**src/rtl/cluster_pkg.sv**
```systemverilog
// cluster_pkg: shared widths, the packed cluster word and a small popcount
// helper for the cluster set serializer slice.
package cluster_pkg;

  localparam int MXADRB     = 11;
  localparam int MXCNTB     = 3;
  localparam int NCLUST_SET = 8;

  localparam logic [MXADRB-1:0] INVALID_ADR_DEF = 11'h7FE;

  // One cluster word as it leaves the serializer: {cnt, adr}.
  typedef struct packed {
    logic [MXCNTB-1:0] cnt;
    logic [MXADRB-1:0] adr;
  } cluster_t;

  // Number of set bits in an 8-bit slot mask (0..8).
  function automatic logic [3:0] popcount8(input logic [7:0] m);
    logic [3:0] n;
    n = 4'd0;
    for (int k = 0; k < 8; k++) begin
      n = n + {3'b000, m[k]};
    end
    return n;
  endfunction

endpackage

```
**src/rtl/first_valid8.sv**
```systemverilog
// first_valid8: combinational priority encoder, lowest set bit wins.
//   mask_i : 8-bit request mask
//   idx_o  : index of the lowest set bit (0 when mask_i is empty)
//   any_o  : mask_i has at least one bit set
module first_valid8
  import cluster_pkg::*;
(
  input  logic [NCLUST_SET-1:0] mask_i,
  output logic [2:0]            idx_o,
  output logic                  any_o
);

  // Scan from the top down so the lowest set bit is the last one written.
  always_comb begin
    idx_o = 3'd0;
    any_o = 1'b0;
    for (int k = NCLUST_SET - 1; k >= 0; k--) begin
      if (mask_i[k]) begin
        idx_o = 3'(k);
        any_o = 1'b1;
      end else begin
        // lower slot not requesting: keep the result found so far
      end
    end
  end

endmodule

```
**src/rtl/cluster_set_serializer.sv**
```systemverilog
// cluster_set_serializer: captures sets of eight {cnt, adr} clusters into a
// two-bank ping-pong buffer and streams the valid ones, lowest slot first,
// one 14-bit word per clock over valid/ready. Sets arriving while the target
// bank is still occupied are dropped and counted.
//
// Optional feature: define CLUSTER_SET_HEADER_EN to prefix every captured set
// (including all-invalid sets) with a header word {3'b000, seq, nvalid}.
//
// Ports:
//   clock4x, global_reset_n    clock, async active-low reset
//   in_valid, adr0..7, cnt0..7 incoming cluster set strobe and slots
//   out_valid/out_ready        stream handshake
//   out_data, out_last         word and end-of-set marker
//   out_is_header              header word marker (0 without the feature)
//   overflow, overflow_cnt     drop pulse and saturating drop counter
module cluster_set_serializer
  import cluster_pkg::*;
#(
  parameter logic [MXADRB-1:0] INVALID_ADR = INVALID_ADR_DEF,
  parameter int                OVF_CNT_W   = 16
) (
  input  logic                 clock4x,
  input  logic                 global_reset_n,
  input  logic                 in_valid,
  input  logic [MXADRB-1:0]    adr0, adr1, adr2, adr3,
  input  logic [MXADRB-1:0]    adr4, adr5, adr6, adr7,
  input  logic [MXCNTB-1:0]    cnt0, cnt1, cnt2, cnt3,
  input  logic [MXCNTB-1:0]    cnt4, cnt5, cnt6, cnt7,
  output logic                 out_valid,
  input  logic                 out_ready,
  output logic [13:0]          out_data,
  output logic                 out_last,
  output logic                 out_is_header,
  output logic                 overflow,
  output logic [OVF_CNT_W-1:0] overflow_cnt
);

  cluster_t                in_set_s [NCLUST_SET];
  logic [NCLUST_SET-1:0]   in_mask_s;

  cluster_t                bank_q [2][NCLUST_SET];
  logic [NCLUST_SET-1:0]   mask_q [2];
  logic [NCLUST_SET-1:0]   mask_d [2];
  logic [1:0]              full_q, full_d;
  logic                    wr_bank_q, wr_bank_d;
  logic                    rd_bank_q, rd_bank_d;
  logic                    overflow_q, overflow_d;
  logic [OVF_CNT_W-1:0]    ovf_cnt_q, ovf_cnt_d;

  logic [NCLUST_SET-1:0]   rd_mask_s;
  logic [2:0]              rd_idx_s;
  logic                    rd_any_s;
  logic                    rd_one_left_s;
  cluster_t                rd_word_s;
  logic                    hdr_active_s;
  logic [13:0]             hdr_data_s;
  logic                    handshake_s;
  logic                    release_s;
  logic                    capture_s;
  logic                    bank_free_s;
  logic                    accept_s;

`ifdef CLUSTER_SET_HEADER_EN
  logic [1:0]              hdr_pend_q, hdr_pend_d;
  logic [13:0]             hdr_word_q [2];
  logic [13:0]             hdr_word_d [2];
  logic [6:0]              seq_q, seq_d;
`endif

  // Gather the eight input slots and flag the ones carrying a real address.
  always_comb begin
    in_set_s[0] = '{cnt: cnt0, adr: adr0};
    in_set_s[1] = '{cnt: cnt1, adr: adr1};
    in_set_s[2] = '{cnt: cnt2, adr: adr2};
    in_set_s[3] = '{cnt: cnt3, adr: adr3};
    in_set_s[4] = '{cnt: cnt4, adr: adr4};
    in_set_s[5] = '{cnt: cnt5, adr: adr5};
    in_set_s[6] = '{cnt: cnt6, adr: adr6};
    in_set_s[7] = '{cnt: cnt7, adr: adr7};
    for (int k = 0; k < NCLUST_SET; k++) begin
      in_mask_s[k] = (in_set_s[k].adr != INVALID_ADR);
    end
  end

  assign rd_mask_s = mask_q[rd_bank_q];

  first_valid8 u_first_valid8 (
    .mask_i (rd_mask_s),
    .idx_o  (rd_idx_s),
    .any_o  (rd_any_s)
  );

  assign rd_word_s     = bank_q[rd_bank_q][rd_idx_s];
  // Exactly one bit left: clearing the lowest set bit leaves nothing.
  assign rd_one_left_s = rd_any_s && ((rd_mask_s & (rd_mask_s - 8'd1)) == 8'd0);

`ifdef CLUSTER_SET_HEADER_EN
  assign hdr_active_s = hdr_pend_q[rd_bank_q];
  assign hdr_data_s   = hdr_word_q[rd_bank_q];
  assign capture_s    = in_valid;
`else
  assign hdr_active_s = 1'b0;
  assign hdr_data_s   = 14'd0;
  assign capture_s    = in_valid && (in_mask_s != 8'd0);
`endif

  // Output word selection; everything is held at zero while the read bank is empty.
  always_comb begin
    out_valid     = full_q[rd_bank_q];
    out_data      = 14'd0;
    out_last      = 1'b0;
    out_is_header = 1'b0;
    if (out_valid && hdr_active_s) begin
      out_data      = hdr_data_s;
      out_last      = !rd_any_s;
      out_is_header = 1'b1;
    end else if (out_valid) begin
      out_data      = rd_word_s;
      out_last      = rd_one_left_s;
    end else begin
      out_data      = 14'd0;
    end
  end

  assign handshake_s = out_valid && out_ready;
  assign release_s   = handshake_s && out_last;
  // A bank handed back this cycle may be refilled in the same cycle.
  assign bank_free_s = !full_q[wr_bank_q] || (release_s && (rd_bank_q == wr_bank_q));
  assign accept_s    = capture_s && bank_free_s;

  // Next-state: drain first, then capture, so a same-bank refill wins.
  always_comb begin
    mask_d     = mask_q;
    full_d     = full_q;
    wr_bank_d  = wr_bank_q;
    rd_bank_d  = rd_bank_q;
    overflow_d = capture_s && !bank_free_s;
    ovf_cnt_d  = ovf_cnt_q;
`ifdef CLUSTER_SET_HEADER_EN
    hdr_pend_d = hdr_pend_q;
    hdr_word_d = hdr_word_q;
    seq_d      = seq_q;
`endif
    if (handshake_s && !hdr_active_s) begin
      mask_d[rd_bank_q][rd_idx_s] = 1'b0;
    end else begin
`ifdef CLUSTER_SET_HEADER_EN
      if (handshake_s) begin
        hdr_pend_d[rd_bank_q] = 1'b0;
      end else begin
        hdr_pend_d = hdr_pend_q;
      end
`endif
    end
    if (release_s) begin
      full_d[rd_bank_q] = 1'b0;
      rd_bank_d         = !rd_bank_q;
    end else begin
      rd_bank_d         = rd_bank_q;
    end
    if (accept_s) begin
      full_d[wr_bank_q] = 1'b1;
      mask_d[wr_bank_q] = in_mask_s;
      wr_bank_d         = !wr_bank_q;
`ifdef CLUSTER_SET_HEADER_EN
      hdr_pend_d[wr_bank_q] = 1'b1;
      hdr_word_d[wr_bank_q] = {3'b000, seq_q, popcount8(in_mask_s)};
      seq_d                 = seq_q + 7'd1;
`endif
    end else begin
      wr_bank_d = wr_bank_q;
    end
    if (overflow_d && !(&ovf_cnt_q)) begin
      ovf_cnt_d = ovf_cnt_q + {{(OVF_CNT_W-1){1'b0}}, 1'b1};
    end else begin
      ovf_cnt_d = ovf_cnt_q;
    end
  end

  // Control state registers.
  always_ff @(posedge clock4x or negedge global_reset_n) begin
    if (!global_reset_n) begin
      mask_q[0]  <= 8'd0;
      mask_q[1]  <= 8'd0;
      full_q     <= 2'b00;
      wr_bank_q  <= 1'b0;
      rd_bank_q  <= 1'b0;
      overflow_q <= 1'b0;
      ovf_cnt_q  <= '0;
    end else begin
      mask_q     <= mask_d;
      full_q     <= full_d;
      wr_bank_q  <= wr_bank_d;
      rd_bank_q  <= rd_bank_d;
      overflow_q <= overflow_d;
      ovf_cnt_q  <= ovf_cnt_d;
    end
  end

  // Cluster storage: the whole set is written into the target bank on accept.
  always_ff @(posedge clock4x or negedge global_reset_n) begin
    if (!global_reset_n) begin
      for (int b = 0; b < 2; b++) begin
        for (int k = 0; k < NCLUST_SET; k++) begin
          bank_q[b][k] <= '0;
        end
      end
    end else if (accept_s) begin
      for (int k = 0; k < NCLUST_SET; k++) begin
        bank_q[wr_bank_q][k] <= in_set_s[k];
      end
    end
  end

`ifdef CLUSTER_SET_HEADER_EN
  // Header bookkeeping: pending flag and prepared header word per bank.
  always_ff @(posedge clock4x or negedge global_reset_n) begin
    if (!global_reset_n) begin
      hdr_pend_q    <= 2'b00;
      hdr_word_q[0] <= 14'd0;
      hdr_word_q[1] <= 14'd0;
      seq_q         <= 7'd0;
    end else begin
      hdr_pend_q    <= hdr_pend_d;
      hdr_word_q    <= hdr_word_d;
      seq_q         <= seq_d;
    end
  end
`endif

  assign overflow     = overflow_q;
  assign overflow_cnt = ovf_cnt_q;

endmodule

```
**config.mk**
```make
export PLATFORM = sky130hd
export DESIGN_NAME = cluster_set_serializer
export DESIGN_NICKNAME = d
export VERILOG_FILES = /design/src/rtl/cluster_pkg.sv /design/src/rtl/first_valid8.sv /design/src/rtl/cluster_set_serializer.sv
export SDC_FILE = /design/constraint.sdc
export NUM_CORES = 1
export LEC_CHECK = 0
export CORE_ASPECT_RATIO = 0.5
export CORE_UTILIZATION = 34
export CTS_BUF_LIST = sky130_fd_sc_hd__clkbuf_16
export DETAILED_ROUTE_END_ITERATION = 10
export MAX_ROUTING_LAYER = met4
export PLACE_DENSITY = 0.5
export SYNTH_ARGS = -nofsm -noshare
export SYNTH_HDL_FRONTEND = slang
export SYNTH_SLANG_ARGS = --single-unit
```
**constraint.sdc**
```tcl
create_clock -name clock4x -period 5.4 [get_ports clock4x]
set_input_delay 1.08 -clock clock4x [delete_from_list [all_inputs] [get_ports clock4x]]
set_output_delay 1.08 -clock clock4x [all_outputs]
set_load 0.05 [all_outputs]
```
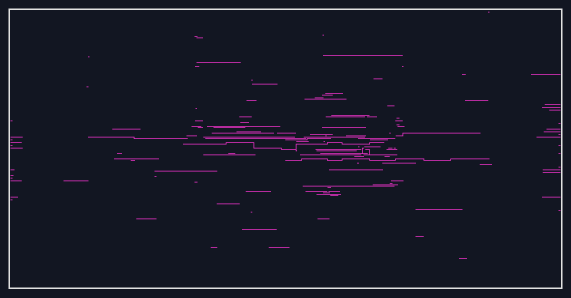
(run_1/m3.png)
(2 px per um)
92 nets have wire on it. The wires run mostly horizontal.

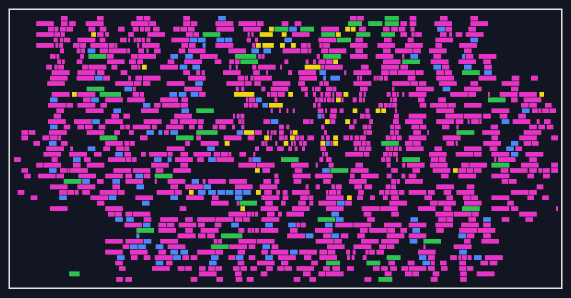
(run_1/sizing.png)
(2 px per um)
x1 and smaller: in magenta, cells 951, share 82%, most used dfrtp_1. x2: in blue, cells 118, share 10%, most used mux2_2. x3 and x4: in yellow, cells 41, share 3.6%, most used buf_4. x6 and larger: in green, cells 44, share 3.8%, most used clkbuf_16.

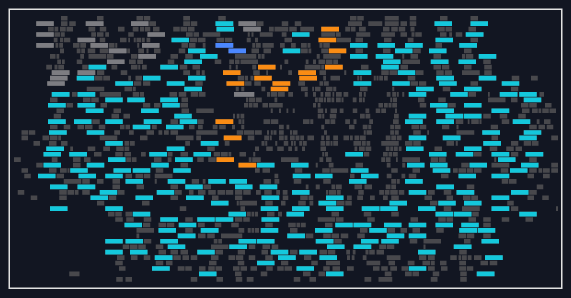
(run_1/ff_map.png)
(2 px per um) Other sequential cells in the stronger grey, the rest of the logic in the fainter grey.
full_q: in blue, sequential cells 2. bank_q: in cyan, sequential cells 224, where spread over the die. mask_q: in orange, sequential cells 16.

==> impl_results.html, run 1 <==
<p>Metrics extracted from the flow reports.</p>
<table>
<tr><th>Metric</th><th>Value</th></tr>
<tr><th colspan="2">Logic synthesis</th></tr>
<tr><td>XOR/XNOR share of the synthesized area</td><td>under 10%</td></tr>
<tr><td>Most numerous cell types in the synthesized netlist</td><td>sky130_fd_sc_hd__dfrtp_1 (261), sky130_fd_sc_hd__mux2_1 (151), sky130_fd_sc_hd__mux2_2 (102)</td></tr>
<tr><td>Most frequent cell after synthesis</td><td>sky130_fd_sc_hd__dfrtp_1</td></tr>
<tr><td>Number of distinct standard cells referenced by the synthesized netlist</td><td>between 60 and 70</td></tr>
<tr><td>Largest family of logic cells by area</td><td>multiplexers</td></tr>
<tr><td>Floorplan net count</td><td>around 1100</td></tr>
<tr><td>Share of synthesized cell area in full adder, half adder and majority cells</td><td>less than 1%</td></tr>
<tr><td>Complex-gate fraction of the synthesized area</td><td>~8%</td></tr>
<tr><td>Simple-gate share of the synthesized area</td><td>under 10%</td></tr>
<tr><th colspan="2">Global route</th></tr>
<tr><td>Maximum number of pins on one net before global-route repair</td><td>roughly 120</td></tr>
<tr><td>Aggregate global routing overflow</td><td>0</td></tr>
<tr><th colspan="2">Clock network</th></tr>
<tr><td>H-tree depth</td><td>1</td></tr>
<tr><td>Clock buffers created by TritonCTS</td><td>25</td></tr>
<tr><td>Library cell used as clock root buffer</td><td>sky130_fd_sc_hd__clkbuf_16</td></tr>
<tr><th colspan="2">Critical path</th></tr>
<tr><td>Data arrival, critical path</td><td>just under 4 ns</td></tr>
<tr><td>Type of destination of the critical path</td><td>output pin</td></tr>
<tr><td>Critical path type</td><td>reg -&gt; out</td></tr>
<tr><td>Critical-path cell with the highest stage delay</td><td>sky130_fd_sc_hd__dfrtp_4</td></tr>
<tr><td>Required time at the worst-slack endpoint</td><td>approximately 4.3 ns</td></tr>
<tr><td>Critical path buffer and inverter count</td><td>3</td></tr>
<tr><th colspan="2">Pwr</th></tr>
<tr><td>Leak Pwr</td><td>between 6 and 7 nW</td></tr>
<tr><td>IR Drop Worst-Case VDD</td><td>roughly 560 uV</td></tr>
<tr><td>Total power density per cell area</td><td>around 670 nW/um2</td></tr>
<tr><th colspan="2">Die</th></tr>
<tr><td>Die width</td><td>approximately 280 um</td></tr>
<tr><td>Tapcells inserted</td><td>a little under 500</td></tr>
<tr><th colspan="2">Outcome</th></tr>
<tr><td>Outcome</td><td>finished clean</td></tr>
<tr><th colspan="2">Place</th></tr>
<tr><td>DPL Wire Length</td><td>28800 um</td></tr>
<tr><td>DP Worst Slack</td><td>around 0.90 ns</td></tr>
<tr><th colspan="2">Final layout</th></tr>
<tr><td>Number of multi-input combinational cells</td><td>658</td></tr>
<tr><td>Clock distribution area overhead in the final layout</td><td>under 10%</td></tr>
<tr><th colspan="2">Hold path</th></tr>
<tr><td>Path type of the worst min-delay path</td><td>reg -&gt; reg</td></tr>
<tr><td>Hold Crit Endpoint</td><td>bank_q[182]</td></tr>
<tr><th colspan="2">Timing</th></tr>
<tr><td>Minimum setup slack in the final design</td><td>0.432 ns</td></tr>
<tr><th colspan="2">Drt</th></tr>
<tr><td>Routed via count divided by cell count</td><td>around 5.4</td></tr>
</table>
-- run 1: report_power, final --
| group | internal (mW) | switching (mW) |
|---|---|---|
| clock | 1.03 | 0.762 |
| combinational | 2.29 | 3.01 |
| sequential | 2.88 | 0.547 |
| total | 6.20 | 4.32 |
-- run 1: state kept, by name, indices dropped and copies added (netlist names) --
name          count
full_q            2
bank_q          224
mask_q           16
wr_bank_q         1
overflow          1
overflow_cnt     16
rd_bank_q         1
-- run 1: layer usage --
metal / GRT usage [%] / up-vias / wire [um]
met3: 2.30 / 48 / 1500
met4: 3.75 / 0 / 667
met5: - / - / 0
met1: 31.7 / 4666 / 19400
li1: - / 3990 / -
met2: 32.1 / 205 / 17600
==> run_1/clock_nets.png <==
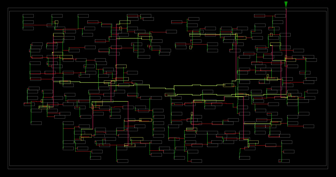

--- run 2 (diff from run 1) ---
- CORE_MARGIN: unset -> 10
- REMOVE_ABC_BUFFERS: unset -> 1
- TNS_END_PERCENT: unset -> 5
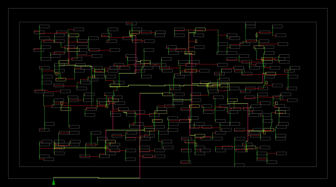
(run_2/clock_nets.png)
clock sink total: 261
clock group power: 1.83 mW
worst-case clock skew: 0.00981 ns
clock buffer count in the final layout: 27
Clk Latency, worst-skew pair: 0.55 ns

==> run 2 against run 1 <==
  * Via count down 0.83%
  * First-iteration DRC count shrank 34%
  * Fmax decreased by 0.23%
  * Clock-buffer cell count increased by 2
  * Cell area rose by 1.0%
  * Sequential share of layout area shrank 0.43 points
  * Flip-flop count stayed put
  * Die size grew 20%
  * Global-route usage shrank 4.5 points
  * Worst setup slack got worse by 0.011 ns
  * Largest cell class unchanged
  * Largest power group unchanged
==> impl_results.html, run 2 <==
<p>Metrics extracted from the flow reports.</p>
<table>
<tr><th>Metric</th><th>Value</th></tr>
<tr><th colspan="2">Outcome</th></tr>
<tr><td>Outcome</td><td>finished clean</td></tr>
<tr><th colspan="2">Logic synthesis</th></tr>
<tr><td>Number of distinct standard cells referenced by the synthesized netlist</td><td>65 (unchanged)</td></tr>
<tr><td>Most numerous cell types in the synthesized netlist</td><td>sky130_fd_sc_hd__dfrtp_1 (261), sky130_fd_sc_hd__mux2_1 (151), sky130_fd_sc_hd__mux2_2 (102)</td></tr>
<tr><td>Most frequent cell after synthesis</td><td>sky130_fd_sc_hd__dfrtp_1</td></tr>
<tr><th colspan="2">Global route</th></tr>
<tr><td>Met3 routing resource usage after global routing</td><td>2.92% (+0.62 points)</td></tr>
<tr><td>Maximum number of pins on one net before global-route repair</td><td>120 (+2.6%)</td></tr>
<tr><td>Aggregate global routing overflow</td><td>0 (unchanged)</td></tr>
<tr><td>Met1 GRT Util</td><td>22.8% (-9.0 points)</td></tr>
<tr><th colspan="2">Hold path</th></tr>
<tr><td>Hold Crit Endpoint</td><td>bank_q[172]</td></tr>
<tr><td>Path type of the worst min-delay path</td><td>reg -&gt; reg</td></tr>
<tr><th colspan="2">Pwr</th></tr>
<tr><td>Seq pwr</td><td>3.40 mW (about the same)</td></tr>
<tr><td>Total net switching power</td><td>4.24 mW (-1.7%)</td></tr>
<tr><td>Total power density per cell area</td><td>670 nW/um2 (-0.21%)</td></tr>
<tr><td>Sw Share</td><td>40.0% (-1.0 points)</td></tr>
<tr><td>Pint</td><td>6.36 mW (+2.6%)</td></tr>
<tr><th colspan="2">Clock network</th></tr>
<tr><td>Library cell used as clock root buffer</td><td>sky130_fd_sc_hd__clkbuf_16</td></tr>
<tr><td>H-tree depth</td><td>1 (unchanged)</td></tr>
<tr><td>Clock buffers created by TritonCTS</td><td>27 (+8.0%)</td></tr>
<tr><th colspan="2">Critical path</th></tr>
<tr><td>Type of destination of the critical path</td><td>output pin</td></tr>
<tr><td>Required time at the worst-slack endpoint</td><td>4.32 ns (about the same)</td></tr>
<tr><td>Data arrival, critical path</td><td>3.90 ns (about the same)</td></tr>
<tr><td>Critical path buffer and inverter count</td><td>3 (unchanged)</td></tr>
<tr><th colspan="2">Drt</th></tr>
<tr><td>Top layer reached by signal wires</td><td>met4</td></tr>
<tr><td>Routed length on met2</td><td>18400 um (+4.5%)</td></tr>
<tr><td>Met3 WL</td><td>1610 um (+7.3%)</td></tr>
<tr><td>Length of routed wiring on met1</td><td>18300 um (-5.8%)</td></tr>
<tr><th colspan="2">Final layout</th></tr>
<tr><td>Number of multi-input combinational cells</td><td>658 (unchanged)</td></tr>
<tr><td>Reg with most FFs</td><td>bank_q</td></tr>
<tr><th colspan="2">Place</th></tr>
<tr><td>DP Worst Slack</td><td>0.965 ns (+0.0623 ns)</td></tr>
</table>
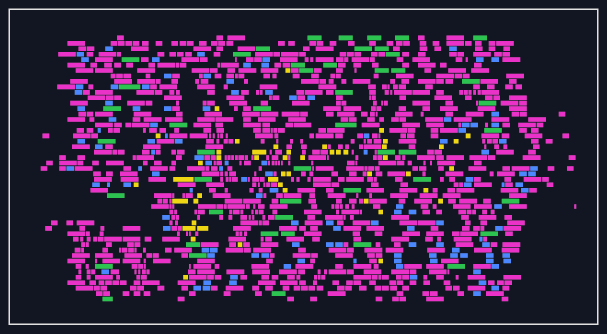
(run_2/sizing.png)
(2 px per um)
x3 and x4: in yellow, cells 48, share 4.1%, most used buf_4. x6 and larger: in green, cells 48, share 4.1%, most used clkbuf_16. x1 and smaller: in magenta, cells 950, share 81%, most used dfrtp_1. x2: in blue, cells 123, share 11%, most used mux2_2.

## run 2: cell count changes in the layout (fill, tap and decap cells not counted), moves of 3 or more
cell,change
sky130_fd_sc_hd__buf_4,+8
sky130_fd_sc_hd__buf_12,+3
sky130_fd_sc_hd__clkinv_2,+3
sky130_fd_sc_hd__clkinv_1,+3
## run 2: cells by family (layout without fill, tap and decap cells)
family | after synthesis | after routing | synth area share [%]
AND/OR/NAND/NOR | 157 | 157 | 7.02
multiplexers | 337 | 337 | 29.2
adder cells (fa/ha/maj) | 1 | 1 | 0.0984
AND-OR/OR-AND | 146 | 146 | 7.99
XOR/XNOR | 16 | 16 | 1.10
flip-flops | 261 | 261 | 51.4
buffers and inverters | 71 | 250 | 3.22
other | 1 | 3 | 0.0295
==> run_2/m3.png <==
(2 px per um)
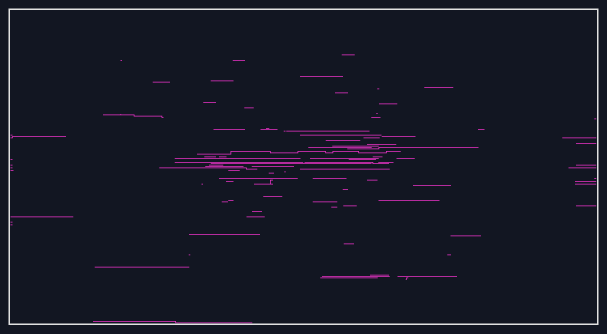

--- run 3 (diff from run 2) ---
- PLACE_DENSITY: 0.5 -> unset
- PLACE_DENSITY_LB_ADDON: unset -> 0.15
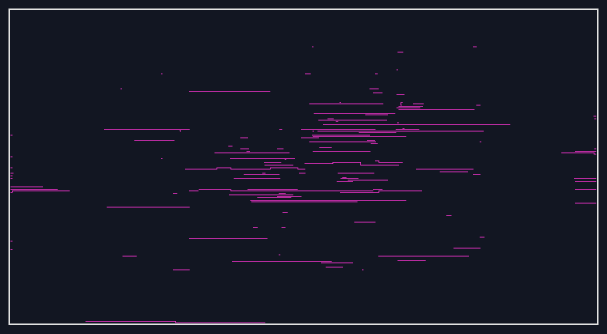
(run_3/m3.png)
(2 px per um)
The wires run mostly horizontal. The longest straight run is 93.4 um. 83 nets have wire on it. The layer holds 5.1% of the routed length. The layer carries 1960 um of wire.

==> run 3 against run 2 <==
  * Non-clock buffer count decreased by 7
  * Largest power group unchanged
  * Largest cell class unchanged
  * Critical path type unchanged
  * Clock skew increased by 0.0072 ns
  * Worst hold slack improved by 0.0048 ns
  * Final cell count down 0.42%
==> impl_results.html, run 3 <==
<p>Metrics extracted from the flow reports.</p>
<table>
<tr><th>Metric</th><th>Value</th></tr>
<tr><th colspan="2">Clock network</th></tr>
<tr><td>Clock buffers created by TritonCTS</td><td>26 (-3.7%)</td></tr>
<tr><td>H-tree depth</td><td>1 (unchanged)</td></tr>
<tr><td>Post-cts hold-fix buffer tally</td><td>0</td></tr>
<tr><td>Library cell used as clock root buffer</td><td>sky130_fd_sc_hd__clkbuf_16</td></tr>
<tr><td>Clock sink total</td><td>261 (unchanged)</td></tr>
<tr><td>Clk Latency, worst-skew pair</td><td>0.54 ns (about the same)</td></tr>
<tr><th colspan="2">Die</th></tr>
<tr><td>Die width</td><td>between 200 and 300 um</td></tr>
<tr><th colspan="2">Critical path</th></tr>
<tr><td>Type of destination of the critical path</td><td>output pin</td></tr>
<tr><td>Required time at the worst-slack endpoint</td><td>4.32 ns (about the same)</td></tr>
<tr><td>Data arrival, critical path</td><td>4.02 ns (+0.12 ns)</td></tr>
<tr><td>Critical path buffer and inverter count</td><td>4 (+1)</td></tr>
<tr><td>Reg2Reg Capture Point</td><td>bank_q[27]</td></tr>
<tr><th colspan="2">Logic synthesis</th></tr>
<tr><td>Most numerous cell types in the synthesized netlist</td><td>sky130_fd_sc_hd__dfrtp_1 (261), sky130_fd_sc_hd__mux2_1 (151), sky130_fd_sc_hd__mux2_2 (102)</td></tr>
<tr><td>Share of synthesized cell area in full adder, half adder and majority cells</td><td>0.0984% (unchanged)</td></tr>
<tr><td>Largest family of logic cells by area</td><td>multiplexers</td></tr>
<tr><td>Most frequent cell after synthesis</td><td>sky130_fd_sc_hd__dfrtp_1</td></tr>
<tr><td>XOR/XNOR share of the synthesized area</td><td>1.10% (unchanged)</td></tr>
<tr><td>Complex-gate fraction of the synthesized area</td><td>7.99% (unchanged)</td></tr>
<tr><td>Simple-gate share of the synthesized area</td><td>7.02% (unchanged)</td></tr>
<tr><td>Number of flops mapped to enable cells by yosys</td><td>0</td></tr>
<tr><td>Multiplexer fraction of the synthesized cell area</td><td>29.2% (unchanged)</td></tr>
<tr><th colspan="2">Pwr</th></tr>
<tr><td>Seq pwr</td><td>3.41 mW (about the same)</td></tr>
<tr><td>Pint</td><td>6.20 mW (-2.4%)</td></tr>
<tr><td>Sw Share</td><td>40.3% (+0.22 points)</td></tr>
<tr><td>Total net switching power</td><td>4.18 mW (-1.5%)</td></tr>
<tr><th colspan="2">Drt</th></tr>
<tr><td>Routed length on met2</td><td>18200 um (-0.75%)</td></tr>
<tr><td>Met3 WL</td><td>1960 um (+22%)</td></tr>
<tr><td>Length of routed wiring on met1</td><td>17600 um (-3.7%)</td></tr>
<tr><td>Top layer reached by signal wires</td><td>met4</td></tr>
<tr><th colspan="2">Global route</th></tr>
<tr><td>Met3 routing resource usage after global routing</td><td>3.50% (+0.58 points)</td></tr>
<tr><td>Number of global-route vias before repair</td><td>about 9500</td></tr>
<tr><td>Antenna violations before repair</td><td>0</td></tr>
<tr><td>Maximum number of pins on one net before global-route repair</td><td>111 (-7.5%)</td></tr>
<tr><td>Aggregate global routing overflow</td><td>0 (unchanged)</td></tr>
<tr><th colspan="2">Hold path</th></tr>
<tr><td>Path type of the worst min-delay path</td><td>reg -&gt; reg</td></tr>
<tr><th colspan="2">Timing</th></tr>
<tr><td>Worst slew margin</td><td>25.4%</td></tr>
<tr><th colspan="2">Place</th></tr>
<tr><td>Final estimated routing congestion in global placement</td><td>between 0.8 and 0.9</td></tr>
<tr><th colspan="2">Final layout</th></tr>
<tr><td>Reg with most FFs</td><td>bank_q</td></tr>
<tr><th colspan="2">Outcome</th></tr>
<tr><td>Outcome</td><td>finished clean</td></tr>
</table>
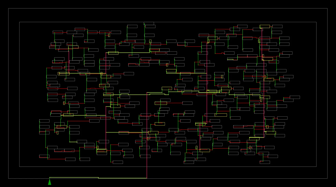
(run_3/clock_nets.png)
worst-case clock skew: 0.0170 ns
clock group power: 1.76 mW

-- run 3: cell counts after synthesis --
No cell type changed its count.
-- run 3: area by class of cell --
type,count,area [um2],area share (%)
flip-flops and latches,261,6540,41.6
multi-input cells,658,5790,36.9
repair buffers,186,1920,12.3
clock buffers,27,676,4.30
well taps,484,606,3.86
clock inverters,21,134,0.853
inverters,10,37.5,0.239
diodes,1,2.50,0.0159
-- run 3: worst min-delay path by stage --
stage / cells past startpoint / endpoint / start
after floorplan: 1 / bank_q[172] / bank_q[172]
after global placement: 1 / bank_q[14] / bank_q[14]
after detailed placement: 1 / bank_q[120] / bank_q[120]
after CTS: 1 / bank_q[120] / bank_q[120]
after global routing: 1 / bank_q[194] / bank_q[194]
final: 1 / bank_q[26] / bank_q[26]
Power is estimated from default activity; no workload was simulated.
